Fig. 1: run 1, a small window of the routed layout
Region (53, 6) to (83, 36) um. Cells in gray, sequential cells in the stronger gray; small squares are vias.
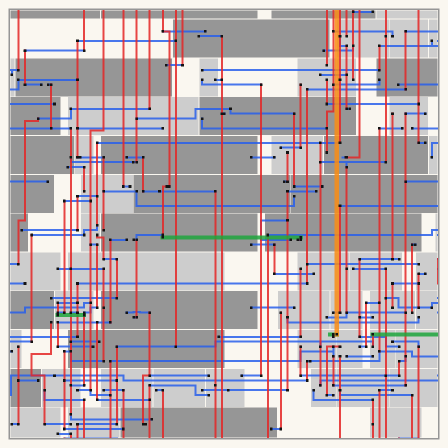
Fig. 2: run 1, wire density map
Drawn at 4 px/um. 27 x 14 tiles, from white (low) to dark blue (high), scaled to the fullest tile. Values are wire area over tile area, all layers added.
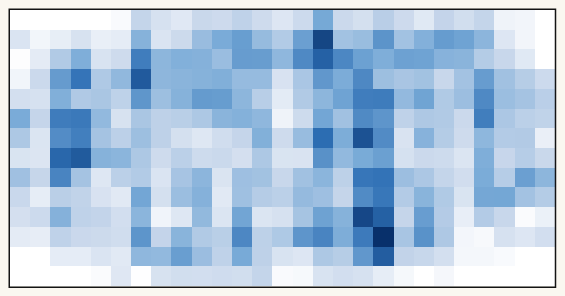
Fig. 3: run 1, gate families picked out
Drawn at 6 px/um.
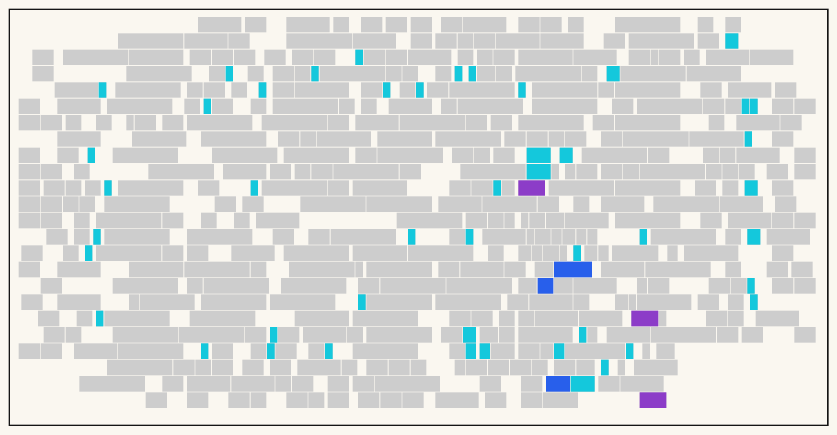
**config.mk**
```make
export PLATFORM = sky130hd
export DESIGN_NAME = wb_port_arbiter
export DESIGN_NICKNAME = d
export VERILOG_FILES = /design/src/rtl/wb_port_arbiter.sv
export SDC_FILE = /design/constraint.sdc
export NUM_CORES = 1
export LEC_CHECK = 0
export ABC_CLOCK_PERIOD_IN_PS = 4600
export CAP_MARGIN = 20
export CORE_ASPECT_RATIO = 0.5
export CORE_UTILIZATION = 52
export CTS_BUF_LIST = sky130_fd_sc_hd__clkbuf_8 sky130_fd_sc_hd__clkbuf_16
export DETAILED_ROUTE_END_ITERATION = 10
export GPL_ROUTABILITY_DRIVEN = 0
export PLACE_DENSITY_LB_ADDON = 0.3
export SYNTH_ARGS = -nofsm -noshare
export SYNTH_HDL_FRONTEND = slang
export SYNTH_SLANG_ARGS = --single-unit
```
**constraint.sdc**
```tcl
create_clock -name clk -period 4.6 [get_ports clk]
set_input_delay 0.46 -clock clk [delete_from_list [all_inputs] [get_ports clk]]
set_output_delay 0.46 -clock clk [all_outputs]
set_load 0.02 [all_outputs]
```
**src/rtl/wb_port_arbiter.sv**
```systemverilog
// Register-file write-port arbiter: in-order pipeline writeback vs. buffered long-latency results.
// The pipeline wins by default, and a starvation counter forces one buffer drain with a stall.
module wb_port_arbiter #(
   parameter int unsigned DATA_WIDTH   = 32,
   parameter int unsigned FIFO_DEPTH   = 2,
   parameter int unsigned STARVE_LIMIT = 4
) (
   input  logic                          clk,
   input  logic                          reset,
   input  logic                          RegWriteW,
   input  logic [4:0]                    WriteAddressW,
   input  logic [DATA_WIDTH-1:0]         RegInDataW,
   input  logic                          LongValid,
   input  logic [4:0]                    LongAddress,
   input  logic [DATA_WIDTH-1:0]         LongData,
   output logic                          LongReady,
   output logic                          StallW,
   output logic                          RegWriteD,
   output logic [4:0]                    WriteAddressD,
   output logic [DATA_WIDTH-1:0]         RegInDataD,
   output logic [$clog2(FIFO_DEPTH):0]   PendingCount
);

   localparam int unsigned PtrW = $clog2(FIFO_DEPTH);
   localparam int unsigned CntW = PtrW + 1;
   localparam int unsigned StW  = $clog2(STARVE_LIMIT + 1);

   logic [4:0]            addr_mem [FIFO_DEPTH];
   logic [DATA_WIDTH-1:0] data_mem [FIFO_DEPTH];

   logic [PtrW-1:0] rd_ptr_q, wr_ptr_q;
   logic [CntW-1:0] count_q;
   logic [StW-1:0]  starve_q, starve_d;

   logic                  full, empty, pipe_req, force_drain, push, pop;
   logic                  grant_valid;
   logic [4:0]            grant_addr;
   logic [DATA_WIDTH-1:0] grant_data;

   assign full        = (count_q == CntW'(FIFO_DEPTH));
   assign empty       = (count_q == '0);
   assign force_drain = (starve_q == StW'(STARVE_LIMIT)) && !empty;
   assign pipe_req    = RegWriteW && (WriteAddressW != 5'd0);

   // Readiness and stall look only at registered state so upstream never sees a comb loop.
   assign LongReady    = !full && !reset;
   assign StallW       = force_drain && !reset;
   assign PendingCount = count_q;

   // Results aimed at x0 are acknowledged but dropped.
   assign push = LongValid && LongReady && (LongAddress != 5'd0);

   always_comb begin
      grant_valid = 1'b0;
      grant_addr  = '0;
      grant_data  = '0;
      pop         = 1'b0;
      if (force_drain || (!pipe_req && !empty)) begin
         grant_valid = 1'b1;
         grant_addr  = addr_mem[rd_ptr_q];
         grant_data  = data_mem[rd_ptr_q];
         pop         = 1'b1;
      end else if (pipe_req) begin
         grant_valid = 1'b1;
         grant_addr  = WriteAddressW;
         grant_data  = RegInDataW;
      end
   end

   // Counts consecutive cycles a non-empty buffer loses to the pipeline.
   always_comb begin
      starve_d = starve_q;
      if (empty || pop) begin
         starve_d = '0;
      end else if (starve_q != StW'(STARVE_LIMIT)) begin
         starve_d = starve_q + StW'(1);
      end
   end

   always_ff @(posedge clk) begin
      if (push) begin
         addr_mem[wr_ptr_q] <= LongAddress;
         data_mem[wr_ptr_q] <= LongData;
      end
   end

   always_ff @(posedge clk) begin
      if (reset) begin
         rd_ptr_q      <= '0;
         wr_ptr_q      <= '0;
         count_q       <= '0;
         starve_q      <= '0;
         RegWriteD     <= 1'b0;
         WriteAddressD <= '0;
         RegInDataD    <= '0;
      end else begin
         starve_q  <= starve_d;
         RegWriteD <= grant_valid;
         if (grant_valid) begin
            WriteAddressD <= grant_addr;
            RegInDataD    <= grant_data;
         end
         if (push) begin
            wr_ptr_q <= wr_ptr_q + PtrW'(1);
         end
         if (pop) begin
            rd_ptr_q <= rd_ptr_q + PtrW'(1);
         end
         unique case ({push, pop})
            2'b10:   count_q <= count_q + CntW'(1);
            2'b01:   count_q <= count_q - CntW'(1);
            default: count_q <= count_q;
         endcase
      end
   end

endmodule

```
==> flow_summary.rst, run 1 <==
Physical design figures
=======================

.. list-table::
   :header-rows: 1

   * - Metric
     - Value
   * - Share of cell area taken by flip-flops and latches
     - 47.7%
   * - YS warnings
     - 0
   * - Final Net Count
     - 540
   * - Worst hold slack across all endpoints
     - 468 ps
   * - Startpoint types
     - input port
   * - Worst-case clock skew
     - 7.67 ps
   * - Detail Placement HPWL
     - 6790 um
   * - MUX share of area
     - 7.70%
   * - Relative slew slack
     - 30.6%
   * - Global-route usage over all layers
     - 24.6%
   * - AO/OA Area Share
     - 13.9%
   * - Group drawing the most power
     - registers
   * - Post-synthesis simple-gate area fraction
     - 6.23%
   * - Highest routed metal layer
     - met4
   * - Clock buf count
     - 17
   * - Worst Path Buf+Inv
     - 4
   * - Number of flip-flops under the largest register name
     - 64
   * - Seq pwr share
     - 38.3%
   * - H-tree level count
     - 4
   * - Skew-Pair Late Insertion Delay
     - 410 ps
   * - Leading cell kind
     - registers
   * - Total Routed Length
     - 11200 um
   * - First-pass DRT Iterations
     - 4
   * - Combinational cell fraction of total power
     - 23.7%
   * - Number of global-route vias before repair
     - 3328
   * - # Cells Yosys
     - 339
   * - Overflow left after global routing
     - 0
   * - Number of cells produced by synthesis
     - 339
   * - Remaining number of nets flagged by the antenna check after routing
     - 0
   * - Adder Area Share
     - 0.802%
   * - Crit path largest cell delay
     - 640 ps
   * - Met2 WL post-DR
     - 5860 um
   * - Global-route wire length before repair
     - 16800 um
   * - Power drawn by the sequential cells
     - 0.00137 W
   * - M3 GR Usage
     - 7.06%
   * - Post-placement cell count
     - 554
   * - Proportion of total power due to net switching
     - 28.5%
   * - Die W
     - 136 um
   * - Hold Path Depth
     - 1
   * - Master cell of the clock root buffer
     - sky130_fd_sc_hd__clkbuf_16
   * - Area of the synthesized netlist per yosys stat
     - 4680 sq um
   * - Placed Area
     - 5910 sq um
   * - Flip-flops with a built-in enable
     - 74
   * - Data arrival time at the worst-slack endpoint
     - 2470 ps
   * - Drt via density
     - 5.62
   * - Sequential Area
     - 3140 sq um
   * - Pin count of the biggest net entering global routing
     - 39
   * - TritonCTS clock tree
     - done
   * - Worst setup margin
     - 1670 ps
   * - Global routing met2 resource utilization
     - 41.8%
   * - Number of failing setup endpoints in the final timing report
     - 0
   * - Layout cells sized above 1
     - 10.8%
   * - Outcome
     - complete, no violations
   * - Req. time, crit path
     - 4140 ps
   * - Largest cells by area after synthesis
     - sky130_fd_sc_hd__edfxtp_1, sky130_fd_sc_hd__dfxtp_1, sky130_fd_sc_hd__mux2i_1
   * - Total inserted antenna cells
     - 0
   * - Internal power
     - 0.00256 W
   * - Most numerous cell on the critical path
     - sky130_fd_sc_hd__clkdlybuf4s50_1
   * - Core occupancy in the finished layout
     - 75.7%
   * - Crit path time final
     - 2930 ps
   * - Total of max-cap violations
     - 0
   * - Type of the most critical hold path
     - flip-flop to flip-flop
   * - Largest fanout of any net on the critical path
     - 36
   * - Sequential share of the synthesized area
     - 67.1%
   * - Power share of the clock group
     - 38.1%
   * - Crit. End Element
     - output pin
   * - Minimum setup slack among reg-to-reg paths
     - 2340 ps
   * - Vertical extent of the die
     - 69.1 um
   * - Total design power
     - 0.00358 W
   * - Number of sequential cells
     - 120
   * - Invs w/o clock
     - 6
   * - #MultiIn Comb
     - 189
   * - CTS clk-pin slew, worst paths
     - 50 ps
   * - Number of hold buffers added after CTS
     - 0
   * - Warning total across the stage logs
     - 27
   * - Syn Std Cell Area
     - 4680 sq um
   * - Path length in cells of the critical path
     - 5
   * - Port Buf Inserts
     - 119
   * - Max-slew violation count
     - 0
   * - Deepest clock path buffer count
     - 2
   * - Startpoint of the tightest hold check path
     - starve_q[0]
   * - Post-cts sizing count
     - 0
   * - Final Hold Violating Endpoints
     - 0
   * - Setup repair after global routing missed its margin
     - false
   * - Clock buffers created by TritonCTS
     - 17
   * - Switching pwr
     - 0.00102 W
   * - Core utilization before placement
     - 53.8%
-- Fig. 1 (at the start) --
[met4] orange
[met3] green
[met2] red
[met1] blue
sequential cells in the window: 13
most frequent: edfxtp_1 (11), clkdlybuf4s50_1 (8), mux2i_1 (5)
netlist names of flops here include: `addr_mem` (10)
cells with their middle in the window: 48

-- Fig. 2 (at the start) --
mean over tiles: 0.19
tiles over half the peak: 18%
nearly empty tiles: 6.3%
densest ninth of the die: top middle
fullest tile: 0.58
emptiest ninth of the die: bottom left

-- Fig. 3 (at the start) --
[adder and majority cells] purple | cells: 3
[AND-OR and OR-AND gates] blue | cells: 3
[NOR gates] cyan | cells: 47 | where: all over the die
logic share of the area: 21.0%
most common cell after layout, fill and taps aside: sky130_fd_sc_hd__clkdlybuf4s50_1
post-route insts no fill: 589

Fig. 4: run 1, congestion heat map
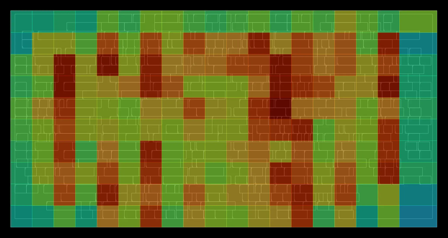

==> run 2, diff against run 1 <==
--- a/config.mk
+++ b/config.mk
@@ -5,10 +5,10 @@
 export SDC_FILE = /design/constraint.sdc
 export NUM_CORES = 1
 export LEC_CHECK = 0
-export ABC_CLOCK_PERIOD_IN_PS = 4600
+export ABC_CLOCK_PERIOD_IN_PS = 2550
 export CAP_MARGIN = 20
 export CORE_ASPECT_RATIO = 0.5
-export CORE_UTILIZATION = 52
+export CORE_UTILIZATION = 44
 export CTS_BUF_LIST = sky130_fd_sc_hd__clkbuf_8 sky130_fd_sc_hd__clkbuf_16
 export DETAILED_ROUTE_END_ITERATION = 10
 export GPL_ROUTABILITY_DRIVEN = 0
==> constraint.sdc (replaced) <==
create_clock -name clk -period 2.55 [get_ports clk]
set_input_delay 0.255 -clock clk [delete_from_list [all_inputs] [get_ports clk]]
set_output_delay 0.255 -clock clk [all_outputs]
set_load 0.02 [all_outputs]
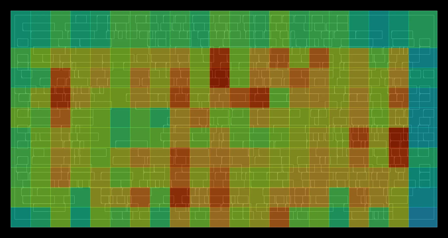
Fig. 5. Congestion heat map (run 2).
M3 GR Usage: 5.33%
core occupancy in the finished layout: 65.1%

==> run 2 against run 1 <==
Net effect: power up 81%; synthesized cell count unchanged; critical path depth unchanged; via count fell by 2.0%; combinational power increased by 83%; area after synthesis stayed put; die size increased by 18%; global-route usage down 4.6 points; final cell count increased by 5.8%; register-to-register slack worse by 1700 ps; critical path type unchanged.
==> flow_summary.rst, run 2 <==
Physical design figures
=======================

.. list-table::
   :header-rows: 1

   * - Metric
     - Value
   * - Worst-case clock skew
     - 16.8 ps (+9.13 ps)
   * - Number of global-route vias before repair
     - 3138 (-5.7%)
   * - Master cell of the clock root buffer
     - sky130_fd_sc_hd__clkbuf_16
   * - Remaining number of nets flagged by the antenna check after routing
     - 0 (unchanged)
   * - H-tree level count
     - 4 (unchanged)
   * - Minimum setup slack among reg-to-reg paths
     - 640 ps (-1700 ps)
   * - Skew-Pair Late Insertion Delay
     - 410 ps (about the same)
   * - Post-cts sizing count
     - 0 (unchanged)
   * - Largest fanout of any net on the critical path
     - 36 (unchanged)
   * - Met2 WL post-DR
     - 5080 um (-13%)
   * - Syn Std Cell Area
     - 4680 sq um (unchanged)
   * - Crit path time final
     - 2180 ps
   * - Seq pwr share
     - 37.9% (-0.4 points)
   * - MUX share of area
     - 7.70% (unchanged)
   * - # Cells Yosys
     - 339 (unchanged)
   * - #MultiIn Comb
     - 189 (unchanged)
   * - Post-synthesis simple-gate area fraction
     - 6.23% (unchanged)
   * - Detail Placement HPWL
     - 6360 um (-6.3%)
   * - Number of failing setup endpoints in the final timing report
     - 0 (unchanged)
   * - Global routing met2 resource utilization
     - 33.6% (-8.2 points)
   * - Deepest clock path buffer count
     - 2 (unchanged)
   * - First-pass DRT Iterations
     - 4 (unchanged)
   * - Largest cells by area after synthesis
     - sky130_fd_sc_hd__edfxtp_1, sky130_fd_sc_hd__dfxtp_1, sky130_fd_sc_hd__mux2i_1
   * - Total inserted antenna cells
     - 0 (unchanged)
   * - Highest routed metal layer
     - met4
   * - Flip-flops with a built-in enable
     - 74 (unchanged)
   * - Leading cell kind
     - registers
   * - Sequential Area
     - 3140 sq um (unchanged)
   * - Number of hold buffers added after CTS
     - 0 (unchanged)
   * - Proportion of total power due to net switching
     - 27.5% (-0.96 points)
   * - Core utilization before placement
     - 45.5% (-8.2 points)
   * - Overflow left after global routing
     - 0 (unchanged)
   * - Combinational cell fraction of total power
     - 24.0% (+0.3 points)
   * - Area of the synthesized netlist per yosys stat
     - 4680 sq um (unchanged)
   * - Port Buf Inserts
     - 119 (unchanged)
   * - Crit path largest cell delay
     - 590 ps (-50 ps)
   * - Startpoint types
     - input port
   * - Req. time, crit path
     - 2300 ps (-1840 ps)
   * - Number of sequential cells
     - 120 (unchanged)
   * - Switching pwr
     - 0.00178 W (+75%)
   * - AO/OA Area Share
     - 13.9% (unchanged)
   * - YS warnings
     - 0 (unchanged)
   * - Power dissipated in the clock network
     - 0.00247 W
   * - Number of cells traversed by the worst register-to-register path
     - 8
   * - Crit. End Element
     - output pin
   * - Post-placement cell count
     - 590 (+6.5%)
   * - Startpoint of the tightest hold check path
     - LongData[25]
   * - Internal power
     - 0.00469 W (+83%)
   * - Clock buffers created by TritonCTS
     - 17 (unchanged)
   * - Number of cells produced by synthesis
     - 339 (unchanged)
   * - TritonCTS clock tree
     - done
   * - Adder Area Share
     - 0.802% (unchanged)
   * - Setup repair after global routing missed its margin
     - false
   * - Data arrival time at the worst-slack endpoint
     - 1930 ps (-540 ps)
   * - Path length in cells of the critical path
     - 5 (unchanged)
   * - Outcome
     - complete, no violations
   * - Warning total across the stage logs
     - 27 (unchanged)
   * - Placed Area
     - 6050 sq um (+2.3%)
   * - Worst hold slack across all endpoints
     - 423 ps (-44.9 ps)
   * - Share of cell area taken by flip-flops and latches
     - 47.0% (-0.72 points)
   * - Power density relative to cell area
     - 967 nW/um^2
   * - Total of max-cap violations
     - 0 (unchanged)
   * - Leading registers by flop count
     - data_mem: 64 flops, RegInDataD: 32 flops, addr_mem: 10 flops
   * - Die W
     - 148 um (+8.6%)
   * - Most numerous cell on the critical path
     - sky130_fd_sc_hd__clkdlybuf4s50_1
   * - Non-clock buffer count
     - 136
   * - Global-route usage over all layers
     - 20.0% (-4.6 points)
   * - Total design power
     - 0.00647 W (+81%)
   * - Global-route wire length before repair
     - 16300 um (-3.0%)
   * - Vertical extent of the die
     - 74.9 um (+8.5%)
   * - Final Hold Violating Endpoints
     - 0 (unchanged)
   * - Hold Path Depth
     - 1 (unchanged)
   * - Total Routed Length
     - 10400 um (-7.3%)
   * - Invs w/o clock
     - 6 (unchanged)
   * - Worst setup margin
     - 366 ps (-1310 ps)
   * - Sequential share of the synthesized area
     - 67.1% (unchanged)
   * - Drt drc
     - 0
   * - Pin count of the biggest net entering global routing
     - 38 (-2.6%)
   * - CTS clk-pin slew, worst paths
     - 50 ps (about the same)
   * - Group drawing the most power
     - clock
   * - Clock buf count
     - 19 (+2)
   * - Worst Path Buf+Inv
     - 4 (unchanged)
   * - Layout cells sized above 1
     - 12.8% (+2.0 points)
   * - Max-slew violation count
     - 0 (unchanged)
   * - Most common cell after layout, fill and taps aside
     - sky130_fd_sc_hd__clkdlybuf4s50_1
   * - Relative slew slack
     - 59.0% (+28 points)
   * - Cell at the slowest stage of the critical path
     - sky130_fd_sc_hd__clkdlybuf4s50_1
   * - Power drawn by the sequential cells
     - 0.00245 W (+79%)
   * - Drt via density
     - 5.20 (-7.3%)
   * - Post-route insts no fill
     - 623 (+5.8%)
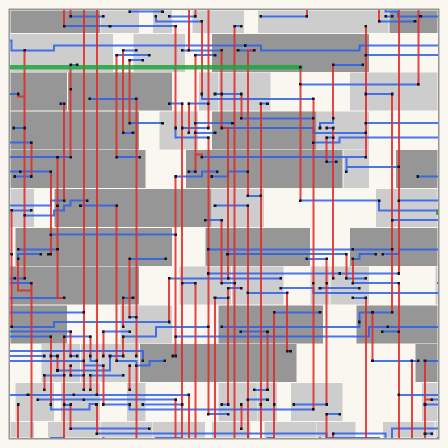
Fig. 6. A small window of the routed layout (run 2).
Region (59, 7) to (89, 37) um. Cells in gray, sequential cells in the stronger gray; small squares are vias.
[met1] blue
[met2] red
[met3] green
sequential cells in the window: 16
cells with their middle in the window: 43
most frequent: edfxtp_1 (11), nor2_1 (6), a211oi_1 (6)
netlist names of flops here include: `data_mem` (9), `RegInDataD` (5), `addr_mem` (2)

Fig. 7: run 2, gate families picked out
Drawn at 4 px/um.
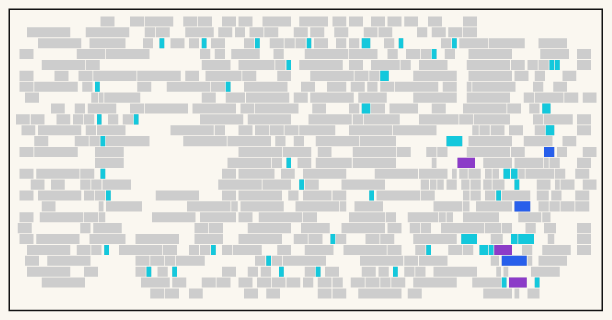

==> run 3, diff against run 2 <==
--- a/config.mk
+++ b/config.mk
@@ -8,7 +8,7 @@
 export ABC_CLOCK_PERIOD_IN_PS = 2550
 export CAP_MARGIN = 20
 export CORE_ASPECT_RATIO = 0.5
-export CORE_UTILIZATION = 44
+export CORE_UTILIZATION = 35
 export CTS_BUF_LIST = sky130_fd_sc_hd__clkbuf_8 sky130_fd_sc_hd__clkbuf_16
 export DETAILED_ROUTE_END_ITERATION = 10
 export GPL_ROUTABILITY_DRIVEN = 0
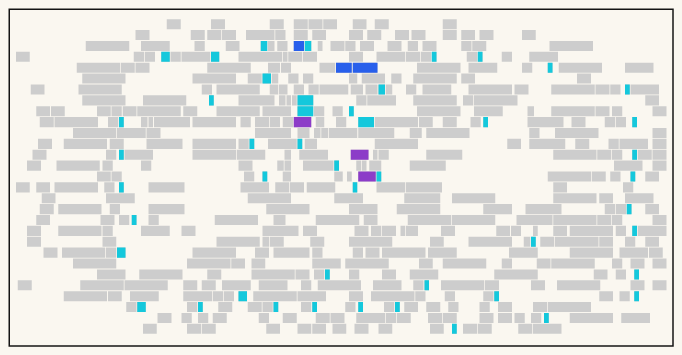
Fig. 8. Gate families picked out (run 3).
Drawn at 4 px/um.
[adder and majority cells] purple | cells: 3
[AND-OR and OR-AND gates] blue | cells: 3
[NOR gates] cyan | cells: 47 | where: all over the die

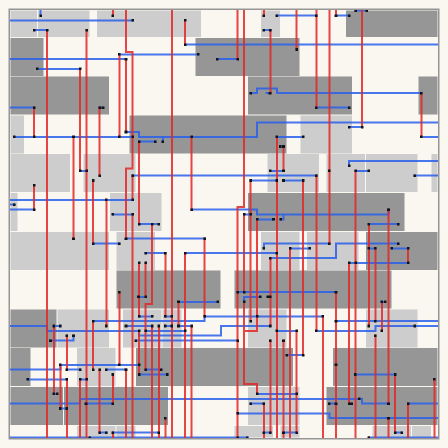
Fig. 9. A small window of the routed layout (run 3).
Region (68, 10) to (98, 40) um. Cells in gray, sequential cells in the stronger gray; small squares are vias.
[met2] red
[met1] blue
cells with their middle in the window: 33
most frequent: clkdlybuf4s50_1 (7), dfxtp_1 (6), edfxtp_1 (6)
sequential cells in the window: 12
netlist names of flops here include: `data_mem` (6), `RegInDataD` (3), `starve_q` (3)

==> run 3 against run 2 <==
Net effect: the run now ends with design-rule violations left; non-clock buffer count down 5; count of clock-buffer cells in the layout down 2; routed wire length up 4.5%; largest cell class unchanged.
==> flow_summary.rst, run 3 <==
Physical design figures
=======================

.. list-table::
   :header-rows: 1

   * - Metric
     - Value
   * - Core utilization before placement
     - 36.5% (-9.1 points)
   * - Clock buf count
     - 17 (-2)
   * - Most numerous cell on the critical path
     - sky130_fd_sc_hd__clkdlybuf4s50_1
   * - Invs w/o clock
     - 6 (unchanged)
   * - Power dissipated in the clock network
     - 0.00214 W (-13%)
   * - Power drawn by the sequential cells
     - 0.00245 W (about the same)
   * - Minimum setup slack among reg-to-reg paths
     - 530 ps (-110 ps)
   * - Number of global-route vias before repair
     - 3232 (+3.0%)
   * - Post-cts sizing count
     - 0 (unchanged)
   * - Global-route wire length before repair
     - 17200 um (+5.5%)
   * - Setup repair after global routing missed its margin
     - false
   * - YS warnings
     - 0 (unchanged)
   * - Cell at the slowest stage of the critical path
     - sky130_fd_sc_hd__clkdlybuf4s50_1
   * - Seq pwr share
     - 40.0% (+2.1 points)
   * - Total of max-cap violations
     - 0 (unchanged)
   * - Global routing met2 resource utilization
     - 26.6% (-7.1 points)
   * - Main flop type
     - sky130_fd_sc_hd__edfxtp_1
   * - Number of sequential cells
     - 120 (unchanged)
   * - Combinational cell fraction of total power
     - 25.2% (+1.2 points)
   * - Data arrival time at the worst-slack endpoint
     - 1960 ps (+30 ps)
   * - Largest fanout of any net on the critical path
     - 36 (unchanged)
   * - Total design power
     - 0.00614 W (-5.2%)
   * - Worst Path Buf+Inv
     - 4 (unchanged)
   * - Share of cell area taken by flip-flops and latches
     - 47.6% (+0.65 points)
   * - Met1 Wirelength
     - 5230 um
   * - Placed Area
     - 6060 sq um (+0.12%)
   * - Die W
     - 166 um (+12%)
   * - TritonCTS clock tree
     - done
   * - Number of cells traversed by the worst register-to-register path
     - 7 (-1)
   * - Most common cell after layout, fill and taps aside
     - sky130_fd_sc_hd__clkdlybuf4s50_1
   * - Sequential share of the synthesized area
     - 67.1% (unchanged)
   * - Port Buf Inserts
     - 119 (unchanged)
   * - Remaining number of nets flagged by the antenna check after routing
     - 0 (unchanged)
   * - Number of hold buffers added after CTS
     - 0 (unchanged)
   * - Outcome
     - finished, violations left
   * - Post-route insts no fill
     - 648 (+4.0%)
   * - Vertical extent of the die
     - 83.8 um (+12%)
   * - Core occupancy in the finished layout
     - 51.4% (-14 points)
   * - Met3 Wirelength
     - 444 um
   * - Layout cells sized above 1
     - 12.1% (-0.70 points)
   * - Max-slew violation count
     - 0 (unchanged)
   * - Drt via density
     - 4.93 (-5.3%)
   * - Crit. End Element
     - output pin
   * - Path length in cells of the critical path
     - 5 (unchanged)
   * - Drt drc
     - 12 (+12)
   * - Group drawing the most power
     - registers
   * - Detail Placement HPWL
     - 7040 um (+11%)
   * - Final Hold Violating Endpoints
     - 0 (unchanged)
   * - # Cells Yosys
     - 339 (unchanged)
   * - Non-clock buffer count
     - 131 (-3.7%)
   * - Post-synthesis simple-gate area fraction
     - 6.23% (unchanged)
   * - Failing checks
     - design-rule violations
   * - H-tree level count
     - 4 (unchanged)
   * - Clock buffers created by TritonCTS
     - 17 (unchanged)
   * - Worst-case vdd ir drop
     - 524 uV
   * - Largest cells by area after synthesis
     - sky130_fd_sc_hd__edfxtp_1, sky130_fd_sc_hd__dfxtp_1, sky130_fd_sc_hd__mux2i_1
   * - Worst-case clock skew
     - 9.51 ps (-7.29 ps)
   * - Internal power
     - 0.00434 W (-7.6%)
   * - Total inserted antenna cells
     - 0 (unchanged)
   * - First-pass DRT Iterations
     - 7 (+3)
   * - Met2 WL post-DR
     - 5120 um (+0.85%)
   * - Number of failing setup endpoints in the final timing report
     - 0 (unchanged)
   * - Skew-Pair Late Insertion Delay
     - 390 ps (-20 ps)
   * - Number of cells produced by synthesis
     - 339 (unchanged)
   * - Flip-flops with a built-in enable
     - 74 (unchanged)
   * - Master cell of the clock root buffer
     - sky130_fd_sc_hd__clkbuf_16
   * - Highest routed metal layer
     - met4
   * - Total Routed Length
     - 10800 um (+4.5%)
   * - Crit path largest cell delay
     - 600 ps (about the same)
   * - Number of flip-flops under the largest register name
     - 64
   * - Overflow left after global routing
     - 0 (unchanged)
   * - Portion of the clock cycle consumed by the worst path in the final layout
     - 86.7%
   * - Startpoint types
     - input port
   * - AO/OA Area Share
     - 13.9% (unchanged)
   * - CTS clk-pin slew, worst paths
     - 60 ps (about the same)
   * - Global-route usage over all layers
     - 16.4% (-3.6 points)
   * - Req. time, crit path
     - 2300 ps (about the same)
   * - #MultiIn Comb
     - 189 (unchanged)
   * - MUX share of area
     - 7.70% (unchanged)
   * - Sequential Area
     - 3140 sq um (unchanged)
   * - Adder Area Share
     - 0.802% (unchanged)
   * - Crit path time final
     - 2210 ps (+27.4 ps)
   * - Worst setup margin
     - 339 ps (-27.4 ps)
   * - Power density relative to cell area
     - 930 nW/um^2 (-3.9%)
   * - Warning total across the stage logs
     - 27 (unchanged)
   * - Area of the synthesized netlist per yosys stat
     - 4680 sq um (unchanged)
   * - Relative slew slack
     - 40.1% (-19 points)
   * - Post-placement cell count
     - 616 (+4.4%)
   * - M3 GR Usage
     - 3.73% (-1.6 points)
Power is estimated from default activity; no workload was simulated.
